`config.mk`:
```
export PLATFORM = sky130hd
export DESIGN_NAME = ccr_branch_unit
export DESIGN_NICKNAME = d
export VERILOG_FILES = /design/src/rtl/ccr_branch_unit.sv
export SDC_FILE = /design/constraint.sdc
export NUM_CORES = 1
export LEC_CHECK = 0
export CORE_AREA = 3 3 62 64
export CTS_CLUSTER_SIZE = 16
export DETAILED_ROUTE_END_ITERATION = 7
export DIE_AREA = 0 0 65 67
export GPL_TIMING_DRIVEN = 0
export PLACE_DENSITY = 0.7
export RECOVER_POWER = 100
export SYNTH_ARGS = -nofsm -noshare
export SYNTH_HDL_FRONTEND = slang
export SYNTH_SLANG_ARGS = --single-unit
export TNS_END_PERCENT = 30
```
`constraint.sdc`:
```
create_clock -name CLK -period 2.2 [get_ports CLK]
set_input_delay 0.44 -clock CLK [delete_from_list [all_inputs] [get_ports CLK]]
set_output_delay 0.44 -clock CLK [all_outputs]
set_load 0.05 [all_outputs]
```
`src/rtl/ccr_branch_unit.sv`:
```
// Condition-code register with masked NZVC capture, carry feedback to the ALU,
// a LIFO shadow stack for interrupt entry/return, and a 1-cycle branch resolver.
module ccr_branch_unit #(
  parameter int STK_DEPTH = 4,
  parameter int STK_AW    = 2
) (
  input  logic              CLK,
  input  logic              RST,
  input  logic [3:0]        ALU_NZVC,
  input  logic              FLAG_WE,
  input  logic [3:0]        FLAG_MASK,
  input  logic              FLAG_SAVE,
  input  logic              FLAG_RESTORE,
  input  logic              BR_REQ,
  input  logic [3:0]        BR_COND,
  output logic [3:0]        NZVC,
  output logic              CIN_CTRL,
  output logic              BR_VALID,
  output logic              BR_TAKEN,
  output logic [STK_AW:0]   STK_COUNT,
  output logic              STK_FULL,
  output logic              STK_EMPTY,
  output logic              STK_ERR,
  output logic              br_state_dbg
);

  typedef enum logic {BR_IDLE = 1'b0, BR_RESP = 1'b1} br_state_t;

  localparam logic [STK_AW:0] DEPTH_C = (STK_AW+1)'(STK_DEPTH);

  logic [3:0]        ccr_q;
  logic [3:0]        ccr_d;
  logic [STK_AW:0]   cnt_q;
  logic              err_q;
  logic [3:0]        stk_mem [STK_DEPTH];
  logic [STK_AW-1:0] push_idx;
  logic [STK_AW-1:0] top_idx;
  logic              push_ok;
  logic              pop_ok;
  logic              stk_fault;

  br_state_t         br_state_q;
  br_state_t         br_state_d;
  logic [3:0]        cond_q;
  logic              taken_q;
  logic              taken_now;

  assign push_idx  = cnt_q[STK_AW-1:0];
  assign top_idx   = push_idx - STK_AW'(1);
  assign STK_FULL  = (cnt_q == DEPTH_C);
  assign STK_EMPTY = (cnt_q == '0);

  // Simultaneous save+restore is ambiguous, so both are refused and flagged.
  assign push_ok   = FLAG_SAVE && !FLAG_RESTORE && !STK_FULL;
  assign pop_ok    = FLAG_RESTORE && !FLAG_SAVE && !STK_EMPTY;
  assign stk_fault = (FLAG_SAVE && FLAG_RESTORE) ||
                     (FLAG_SAVE && STK_FULL) ||
                     (FLAG_RESTORE && STK_EMPTY);

  always_comb begin
    ccr_d = ccr_q;
    if (pop_ok)
      ccr_d = stk_mem[top_idx];
    else if (FLAG_WE)
      ccr_d = (FLAG_MASK & ALU_NZVC) | (~FLAG_MASK & ccr_q);
  end

  always_ff @(posedge CLK or posedge RST) begin
    if (RST) begin
      ccr_q <= 4'b0000;
      cnt_q <= '0;
      err_q <= 1'b0;
    end else begin
      ccr_q <= ccr_d;
      if (push_ok)
        cnt_q <= cnt_q + 1'b1;
      else if (pop_ok)
        cnt_q <= cnt_q - 1'b1;
      if (stk_fault)
        err_q <= 1'b1;
    end
  end

  // A push captures the pre-write CCR even when FLAG_WE updates it in the same cycle.
  always_ff @(posedge CLK) begin
    if (push_ok)
      stk_mem[push_idx] <= ccr_q;
  end

  assign NZVC      = ccr_q;
  assign CIN_CTRL  = ccr_q[0];
  assign STK_COUNT = cnt_q;
  assign STK_ERR   = err_q;

  function automatic logic cond_eval(input logic [3:0] c, input logic [3:0] f);
    logic n, z, v, cy;
    n  = f[3];
    z  = f[2];
    v  = f[1];
    cy = f[0];
    case (c)
      4'h0:    cond_eval = z;
      4'h1:    cond_eval = !z;
      4'h2:    cond_eval = cy;
      4'h3:    cond_eval = !cy;
      4'h4:    cond_eval = n;
      4'h5:    cond_eval = !n;
      4'h6:    cond_eval = v;
      4'h7:    cond_eval = !v;
      4'h8:    cond_eval = cy && !z;
      4'h9:    cond_eval = !cy || z;
      4'hA:    cond_eval = (n == v);
      4'hB:    cond_eval = (n != v);
      4'hC:    cond_eval = !z && (n == v);
      4'hD:    cond_eval = z || (n != v);
      4'hE:    cond_eval = 1'b1;
      default: cond_eval = 1'b0;
    endcase
  endfunction

  // Branch handshake: BR_REQ is a 1-cycle pulse sampled with BR_COND at a rising
  // edge; BR_VALID is high for exactly the following cycle, with BR_TAKEN computed
  // from the CCR as updated by that same edge. No back-pressure; BR_TAKEN then holds.
  assign taken_now = cond_eval(cond_q, ccr_q);

  always_ff @(posedge CLK or posedge RST) begin
    if (RST) begin
      br_state_q <= BR_IDLE;
      cond_q     <= 4'h0;
      taken_q    <= 1'b0;
    end else begin
      br_state_q <= br_state_d;
      if (BR_REQ)
        cond_q <= BR_COND;
      if (br_state_q == BR_RESP)
        taken_q <= taken_now;
    end
  end

  always_comb begin
    br_state_d = br_state_q;
    BR_VALID   = 1'b0;
    BR_TAKEN   = taken_q;
    case (br_state_q)
      BR_IDLE: begin
        if (BR_REQ)
          br_state_d = BR_RESP;
      end
      BR_RESP: begin
        BR_VALID = 1'b1;
        BR_TAKEN = taken_now;
        if (!BR_REQ)
          br_state_d = BR_IDLE;
      end
      default: br_state_d = BR_IDLE;
    endcase
  end

  assign br_state_dbg = br_state_q;

endmodule
```
run_1/clocks.png
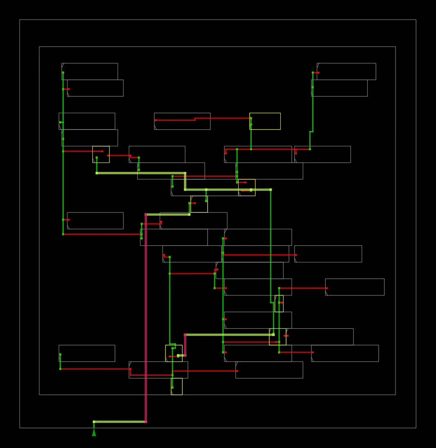
cts bufs inserted: 5
worst skew pair latency: 320 ps

run_1/clk_routes.png
Drawn at 8 px/µm.
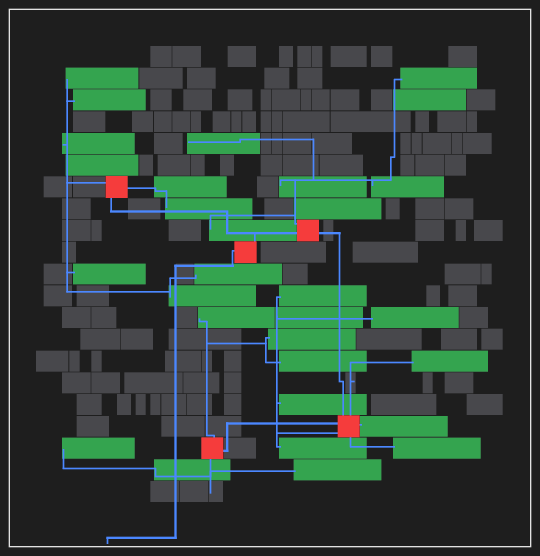
Key: red = clock drivers [count 5]; blue = clock wires [length 402 µm]; green = flip-flops [count 30]
There are 6 routed clock nets.
P_clk: 340 µW
Clock Skew: 6.84 ps
Clock Power Share: 0.128

run_1/placement_by_type.png
Drawn at 6 px/µm. Fill, decap, tap and diode cells in grey.
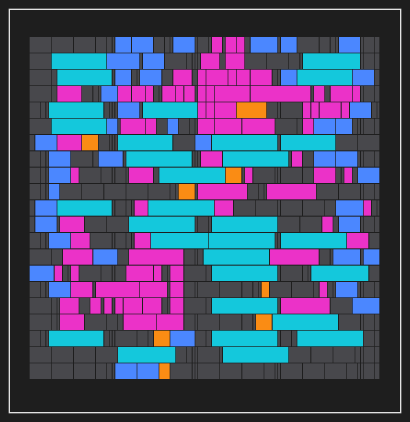
Key: blue = other buffers and delay cells [cells 43, share of their area 21%]; magenta = combinational and other logic [cells 80, share of their area 35%]; orange = clock drivers and dummy loads [cells 8, share of their area 3.0%]; cyan = flops [cells 30, share of their area 42%]

run_1/layer_met2.png
Drawn at 6 px/µm.
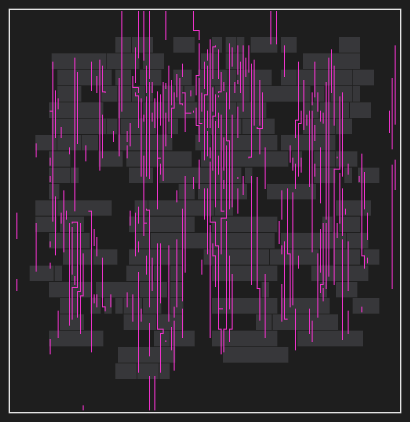
The layer holds 53% of the routed length. The layer carries 1730 µm of wire. The wires run mostly vertical.

==> results.py, run 1 <==
# Synthesis and PnR figures
metrics = {
    "cts": {
        "cts_resized": 26,
        "clkTransAtPathRegs_ps": 100,
        "cts_buffer_depth": 2,
        "htree_levels": 2,
        "clockRootBuffer": "clkbuf_4",
        "cts-hold-fix-buffers": 0,
    },
    "final_layout": {
        "comb_share": 0.325,
        "n_all_inverters": 6,
        "mostFrequentLayoutCell": "clkdlybuf4s50_1",
        "utilization": 0.619,
        "drive_above_1_share": 0.317,
        "fin_area_mm2": 0.00207,
        "buffers": 43,
        "largest_class": "sequential cells",
        "seq_area_um2": 836,
        "logic_area_um2": 672,
        "nets": 183,
        "multi_input_comb_cells": 74,
        "final_cells": 207,
        "antenna_cells": 0,
        "fill_cells": 267,
        "nClkBuffers": 7,
        "flops": 30,
        "layout_top_cells": "clkdlybuf4s50_1 (22), edfxtp_1 (16), nand2_1 (13)",
    },
    "worst_setup_path": {
        "crit_end": "BR_TAKEN",
        "crit_arrival_ps": 1950,
        "worstPathRequired_ps": 1760,
        "crit_path_end_kind": "output port",
        "r2r_cells": 8,
        "rr_startpoint": "STK_COUNT[0]",
        "worst_r2r_endpoint": "STK_COUNT[1]",
        "reg2reg_slack_ps": 180,
    },
    "detailed_routing": {
        "route.met3.wl_um": 222,
        "drc_errors": 0,
        "firstDrtPassIters": 4,
        "drt_wl_total_mm": 3.29,
        "vias": 1055,
        "dr_wl_met2_mm": 1.73,
        "viasPerCell": 5.10,
        "routed.top_layer": "met4",
        "drt_iter0_drc": 30,
    },
    "synth": {
        "syn_area_mm2": 0.00150,
        "ys_cells": 117,
        "top_cell_area_share": 0.320,
        "area_leaders": "edfxtp_1 (32%), dfrtp_1 (23%), mux4_2 (6.0%), mux2i_1 (4.0%), mux2_2 (3.7%)",
        "synth_flops": 30,
        "syn_inst": 117,
        "syn-num-nets": 140,
        "synth_seq_share": 0.553,
        "synthDistinctLibCells": 35,
        "largest_area_cell": "edfxtp_1",
        "top_cells_by_count": "edfxtp_1 (16), dfrtp_1 (14), nand2_1 (13)",
        "synth-edff-count": 16,
        "synth_warnings": 0,
    },
    "placed_design": {
        "dp_hpwl_mm": 2.27,
        "place.gp.congestion": 0.808,
        "io_buffers": 31,
        "placedInstanceArea_mm2": 0.00190,
    },
    "die": {
        "dieArea_mm2": 0.00436,
        "floorplan.core_util": 0.450,
        "row_count": 21,
        "coreArea_mm2": 0.00334,
        "nWellTaps": 46,
        "die_h_um": 67,
        "pin_count": 32,
    },
    "power_and_ir_drop": {
        "p_leak_uw": 0.000845,
        "p_per_area_mw_per_mm2": 1290,
        "p_int_uw": 1560,
        "power_frac_seq": 0.349,
        "p_sw_frac": 0.415,
        "total_power_uw": 2670,
        "ir_drop_v": 0.000617,
        "comb_power_share": 0.523,
    },
    "sta": {
        "setup_viol": 1,
        "fin_crit_sh": 1.09,
        "fin_tns_setup_ps": -187,
        "slew_violations": 0,
        "period_minus_slack_ps": 2390,
        "fin_hold_ws_ps": 471,
        "report.final.hold_viol_count": 0,
        "rsz0062_at_grt": "true",
        "finalWorstSetupSlack_ps": -187,
        "fmax_mhz": 419,
        "tightestPinTransition_ps": 597,
    },
    "grt": {
        "met1_usage": 0.185,
        "grt_max_degree": 15,
        "grt_util_met3": 0.0573,
        "overflow": 0,
        "grtUsageMet2": 0.296,
        "busiest_layer": "met2",
        "grt_pass1_vias": 1038,
        "grt_first_pass_wirelength_mm": 5.16,
    },
    "status": {
        "status": "complete, but fails checks",
        "violations": "setup timing",
    },
    "worst_hold_path": {
        "hold_class": "in -> async",
    },
    "run": {
        "warning_count": 32,
        "max-cap-violations": 0,
    },
}
## run 1: power groups by stage
stage / Combinational, µW / Clock (µW) / Sequential [µW]
after floorplan: 696 / 0 / 1130
after global placement: 1250 / 0 / 937
after detailed placement: 1270 / 0 / 953
after CTS: 1390 / 353 / 924
after global routing: 1490 / 389 / 956
final: 1390 / 340 / 931
## run 1: cells by family (layout without fill, tap and decap cells)
group,Yosys count,count (layout),synth area share
muxes,16,16,0.147
AOI/OAI and AO/OA,15,15,0.0658
buffers and inverters,13,57,0.0450
DFF,30,30,0.553
adders and majority gates,5,5,0.0466
xor gates and xnor gates,4,4,0.0233
and+or+nand+nor,34,34,0.119
## run 1: critical path, cell delays in order (launching register included)
cell,delay (ps)
dfrtp_1,510
mux2i_1,200
nand2_1,80
a221o_1,330
a41oi_2,190
a311o_2,180
buf_8,150
==> inputs of run 2 (changes only) <==
--- a/config.mk
+++ b/config.mk
@@ -12,6 +12,7 @@
 export GPL_TIMING_DRIVEN = 0
 export PLACE_DENSITY = 0.7
 export RECOVER_POWER = 100
+export SLEW_MARGIN = 15
 export SYNTH_ARGS = -nofsm -noshare
 export SYNTH_HDL_FRONTEND = slang
 export SYNTH_SLANG_ARGS = --single-unit
==> run 2 against run 1 <==
- the run still ends with setup timing left
- clock-buffer cell count unchanged
- synthesized area unchanged
- sequential share of layout area did not move
- sequential power barely moved
- total power is the same
- critical path type unchanged
- largest power group unchanged
- highest routed layer unchanged
==> results.py, run 2 <==
# Synthesis and PnR figures
metrics = {
    "die": {
        "pin_count": 32,
        "coreArea_mm2": 0.00334,
        "floorplan.core_util": 0.450,
        "row_count": 21,
        "die_x_um": 65,
        "dieArea_mm2": 0.00436,
        "die_h_um": 67,
        "nWellTaps": 46,
    },
    "final_layout": {
        "buf_share": 0.201,
        "final_cells": 207,
        "seq_area_um2": 836,
        "areaGrowthSynthToFinish_pct": 37.5,
        "clock_area_frac": 0.0291,
        "layout_top_cells": "clkdlybuf4s50_1 (22), edfxtp_1 (16), nand2_1 (13)",
        "seq-cell-share": 0.405,
        "multi_input_comb_cells": 74,
        "comb_share": 0.325,
        "nets": 183,
        "antenna_cells": 0,
        "n_all_inverters": 6,
        "fill_cells": 267,
        "logic_area_um2": 672,
        "buffers": 43,
        "fin_area_mm2": 0.00207,
        "mostFrequentLayoutCell": "clkdlybuf4s50_1",
        "largest_class": "sequential cells",
        "drive_above_1_share": 0.317,
        "utilization": 0.619,
    },
    "synth": {
        "synthDistinctLibCells": 35,
        "syn_inst": 117,
        "synth_flops": 30,
        "ys_cells": 117,
        "synthArstFlopShare": 0.467,
        "avgSynthCellArea_um2": 12.8,
        "synth-edff-count": 16,
        "ys_sh_mux": 0.147,
        "top_cells_by_count": "edfxtp_1 (16), dfrtp_1 (14), nand2_1 (13)",
        "area_leaders": "edfxtp_1 (32%), dfrtp_1 (23%), mux4_2 (6.0%), mux2i_1 (4.0%), mux2_2 (3.7%)",
        "synth_seq_share": 0.553,
        "syn-num-nets": 140,
        "synthXorXnorAreaFrac": 0.0233,
        "yosys_area_mm2": 0.00150,
        "post_synth_ao_oa_area_fraction": 0.0658,
        "topCombFamilyByArea": "multiplexers",
        "synth-adder-area-share": 0.0466,
        "top_cell_area_share": 0.320,
        "syn_area_mm2": 0.00150,
        "synth_warnings": 0,
        "ys_sh_simple": 0.119,
        "synth.most_common_cell": "edfxtp_1",
        "largest_area_cell": "edfxtp_1",
        "ys.flop_type": "edfxtp_1",
    },
    "run": {
        "max-cap-violations": 0,
        "warning_count": 32,
    },
    "detailed_routing": {
        "dr_wl_met2_mm": 1.73,
        "drc_errors": 0,
        "wl_met1_mm": 1.31,
        "drtAntennaViolNets": 0,
        "drt_iter0_drc": 30,
        "viasPerCell": 5.10,
        "firstDrtPassIters": 4,
        "route.met3.wl_um": 222,
        "drt_wl_total_mm": 3.29,
        "post_drt_wl_per_cell_um": 15.9,
        "routed.top_layer": "met4",
        "vias": 1055,
    },
    "sta": {
        "period_minus_slack_ps": 2390,
        "skew_ps": 6.84,
        "setup_viol": 1,
        "fin_hold_ws_ps": 471,
        "slew_violations": 0,
        "fin_tns_setup_ps": -187,
        "relSlewSlack": 0.602,
        "tightestPinTransition_ps": 597,
        "rsz0062_at_grt": "true",
        "fmax_mhz": 419,
        "finalWorstSetupSlack_ps": -187,
        "fin_crit_sh": 1.09,
        "report.final.hold_viol_count": 0,
    },
    "power_and_ir_drop": {
        "comb_power_share": 0.523,
        "p_int_uw": 1560,
        "p_sw_frac": 0.415,
        "p_leak_uw": 0.000845,
        "power_frac_seq": 0.349,
        "ir_drop_v": 0.000617,
        "total_power_uw": 2670,
        "clkPwrFrac": 0.128,
        "p_switching_uw": 1110,
        "p_per_area_mw_per_mm2": 1290,
    },
    "placed_design": {
        "io_buffers": 31,
        "dp_hpwl_mm": 2.27,
        "dp_slack_ps": -700,
        "place.gp.congestion": 0.808,
        "place_inst": 194,
        "placedInstanceArea_mm2": 0.00190,
    },
    "grt": {
        "grt_pass1_vias": 1038,
        "grt_max_degree": 15,
        "antenna_found_initial": 0,
        "grt_util_met3": 0.0573,
        "grt_usage": 0.171,
        "met1_usage": 0.185,
        "busiest_layer": "met2",
        "grtUsageMet2": 0.296,
        "overflow": 0,
        "grt_first_pass_wirelength_mm": 5.16,
    },
    "cts": {
        "clockRootBuffer": "clkbuf_4",
        "clkLatencyLatePin_ps": 320,
        "cts-hold-fix-buffers": 0,
        "cts_buffer_depth": 2,
        "htree_levels": 2,
        "cts_tree": "yes",
        "clkTransAtPathRegs_ps": 100,
        "cts_buffers": 5,
    },
    "status": {
        "status": "complete, but fails checks",
        "violations": "setup timing",
    },
    "worst_setup_path": {
        "critPathKind": "reg -> out",
        "worst_r2r_endpoint": "STK_COUNT[1]",
        "cp.buffers_inverters": 1,
        "rr_startpoint": "STK_COUNT[0]",
        "cp.depth": 6,
        "startpoint_type": "flop",
        "crit_fanout": 10,
        "path_delay_family": "AND-OR/OR-AND gates",
        "reg2reg_slack_ps": 180,
        "r2r_cells": 8,
        "worstPathRequired_ps": 1760,
        "crit_slowest_cell": "dfrtp_1",
        "crit_path_end_kind": "output port",
        "crit_arrival_ps": 1950,
        "path_cells": "mux2i_1, nand2_1, a221o_1, a41oi_2, a311o_2, buf_8",
        "slowest_delay_ps": 510,
    },
    "worst_hold_path": {
        "hold_class": "in -> async",
    },
}
## run 2: cell counts after synthesis
No cell type changed its count.
## run 2: power groups by stage
stage | clock network [µW] | registers, µW | logic (µW)
global placement | 0 | 937 | 1250
floorplan | 0 | 1130 | 696
CTS | 353 | 924 | 1390
finish | 340 | 931 | 1390
global route | 389 | 956 | 1490
detailed placement | 0 | 953 | 1270
## run 2: worst max path at each step
stage                               to    startpoint
after global routing          BR_TAKEN          flop
after global placement        BR_TAKEN     cond_q[1]
after CTS                     BR_TAKEN          flop
after floorplan           STK_COUNT[1]  STK_COUNT[0]
final                         BR_TAKEN          flop
after detailed placement      BR_TAKEN     cond_q[1]
## run 2: repair_timing
item,4_1_cts,5_1_grt
pin swaps,5,2
buffers inserted,5,0
resized,26,11
endpoints found under the setup margin,5,7
run_2/clocks.png
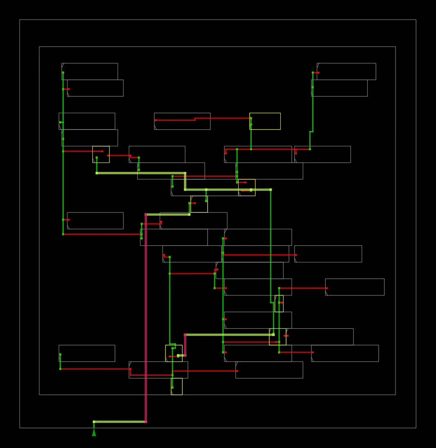
Sink Count: 30
clock buffers: 7
flip-flops: 30

==> inputs of run 3 (changes only) <==
--- a/config.mk
+++ b/config.mk
@@ -12,6 +12,7 @@
 export GPL_TIMING_DRIVEN = 0
 export PLACE_DENSITY = 0.7
 export RECOVER_POWER = 100
+export REMOVE_ABC_BUFFERS = 1
 export SLEW_MARGIN = 15
 export SYNTH_ARGS = -nofsm -noshare
 export SYNTH_HDL_FRONTEND = slang
==> run 3 against run 2 <==
- the flow still finishes with violations (setup timing)
- global-route usage is 0.96 points lower
- sequential power is 2.5% lower
- highest routed layer unchanged
- largest power group unchanged
- wire length is 5.3% lower
- flip-flop count stayed put
- first-iteration DRC count is 110% higher
- critical path depth stayed put
- maximum frequency is 1.2% higher
- synthesized area stayed put
- clock-buffer cell count stayed put
- cell count is 0.97% lower
- critical path type unchanged
- non-clock buffer count is 2 lower
==> results.py, run 3 <==
# Synthesis and PnR figures
metrics = {
    "placed_design": {
        "place.gp.congestion": 0.794,
        "dp_hpwl_mm": 2.10,
        "io_buffers": 31,
        "dp_slack_ps": -615,
    },
    "power_and_ir_drop": {
        "maxPowerGroup": "combinational cells",
        "p_leak_uw": 0.000767,
        "ir_drop_v": 0.000572,
        "clkPwrFrac": 0.135,
        "p_per_area_mw_per_mm2": 1280,
        "p_sw_frac": 0.421,
        "power_frac_seq": 0.362,
        "p_int_uw": 1450,
    },
    "cts": {
        "cts.sinks": 30,
        "clkTransAtPathRegs_ps": 90,
        "clkLatencyLatePin_ps": 320,
        "cts_buffer_depth": 2,
        "htree_levels": 2,
        "clockRootBuffer": "clkbuf_4",
    },
    "die": {
        "dieArea_mm2": 0.00436,
        "die_h_um": 67,
        "die_x_um": 65,
        "floorplan.core_util": 0.450,
        "pin_count": 32,
        "row_count": 21,
        "coreArea_mm2": 0.00334,
    },
    "worst_setup_path": {
        "crit_arrival_ps": 1920,
        "crit_end": "BR_TAKEN",
        "worst_r2r_endpoint": "STK_COUNT[1]",
        "crit_path_end_kind": "output port",
        "crit_fanout": 4,
        "rr_startpoint": "STK_COUNT[1]",
        "r2r_cells": 6,
    },
    "sta": {
        "skew_ps": 6.37,
        "period_minus_slack_ps": 2360,
        "report.final.hold_viol_count": 0,
        "finalWorstSetupSlack_ps": -158,
        "fin_hold_ws_ps": 481,
        "fin_crit_sh": 1.07,
        "rsz0062_at_grt": "true",
        "tightestPinTransition_ps": 591,
        "slew_violations": 0,
        "relSlewSlack": 0.608,
        "setup_viol": 4,
    },
    "grt": {
        "antenna_found_initial": 0,
        "overflow": 0,
        "grt_first_pass_wirelength_mm": 5.13,
    },
    "synth": {
        "synth-edff-count": 16,
        "synth-adder-area-share": 0.0466,
        "avgSynthCellArea_um2": 12.8,
        "ys_sh_simple": 0.119,
        "ys.flop_type": "edfxtp_1",
        "synthArstFlopShare": 0.467,
        "synthXorXnorAreaFrac": 0.0233,
        "synthDistinctLibCells": 35,
        "area_leaders": "edfxtp_1 (32%), dfrtp_1 (23%), mux4_2 (6.0%), mux2i_1 (4.0%), mux2_2 (3.7%)",
        "syn_area_mm2": 0.00150,
        "post_synth_ao_oa_area_fraction": 0.0658,
        "synth_warnings": 0,
        "synth_flops": 30,
        "ys_cells": 117,
        "syn_inst": 117,
        "largest_area_cell": "edfxtp_1",
        "topCombFamilyByArea": "multiplexers",
    },
    "status": {
        "status": "complete, but fails checks",
        "violations": "setup timing",
    },
    "detailed_routing": {
        "viasPerCell": 5.19,
        "post_drt_wl_per_cell_um": 15.2,
        "firstDrtPassIters": 4,
    },
    "final_layout": {
        "drive_above_1_share": 0.226,
        "utilization": 0.587,
        "nets": 181,
        "final_cells": 205,
        "layout_top_cells": "clkdlybuf4s50_1 (21), edfxtp_1 (16), nand2_1 (13)",
    },
    "run": {
        "max-cap-violations": 0,
        "warning_count": 30,
    },
    "worst_hold_path": {
        "hold_class": "reg -> reg",
    },
}
[run 3: metal layers]
metal	wire length [µm]	global-route usage	part of all wire	vias up
met5	0	0	0	-
met4	42	0.0633	0.013	0
met3	203	0.0455	0.065	5
met2	1540	0.262	0.49	38
met1	1330	0.203	0.43	520
li1	-	-	-	500
[run 3: cell type report]
class,count,area (µm²)
Fill cell,315,1380
Tap cell,46,57.6
Sequential cell,30,836
Clock buffer,7,55.1
Timing Repair Buffer,41,365
Multi-Input combinational cell,74,617
Inverter,6,22.5
Clock inverter,1,5.00
[run 3: critical path, delay by kind of cell, from the launching register on]
family          cells  cell delay, ps
compound gates      3             670
flops               1             460
xor+xnor            1             230
buf+inv             1             170
simple gates        1              80
run_3/layer_met2.png
Drawn at 6 px/µm.
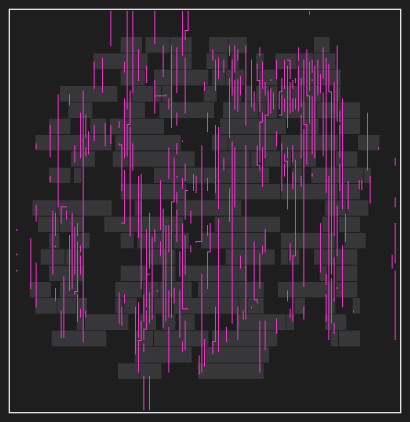
The wires run mostly vertical. The layer carries 1540 µm of wire.
met2 track demand over resource: 0.262
via count: 1063
final WL: 3.12 mm

Power figures rest on the tool's default switching activity, not on a simulated workload.
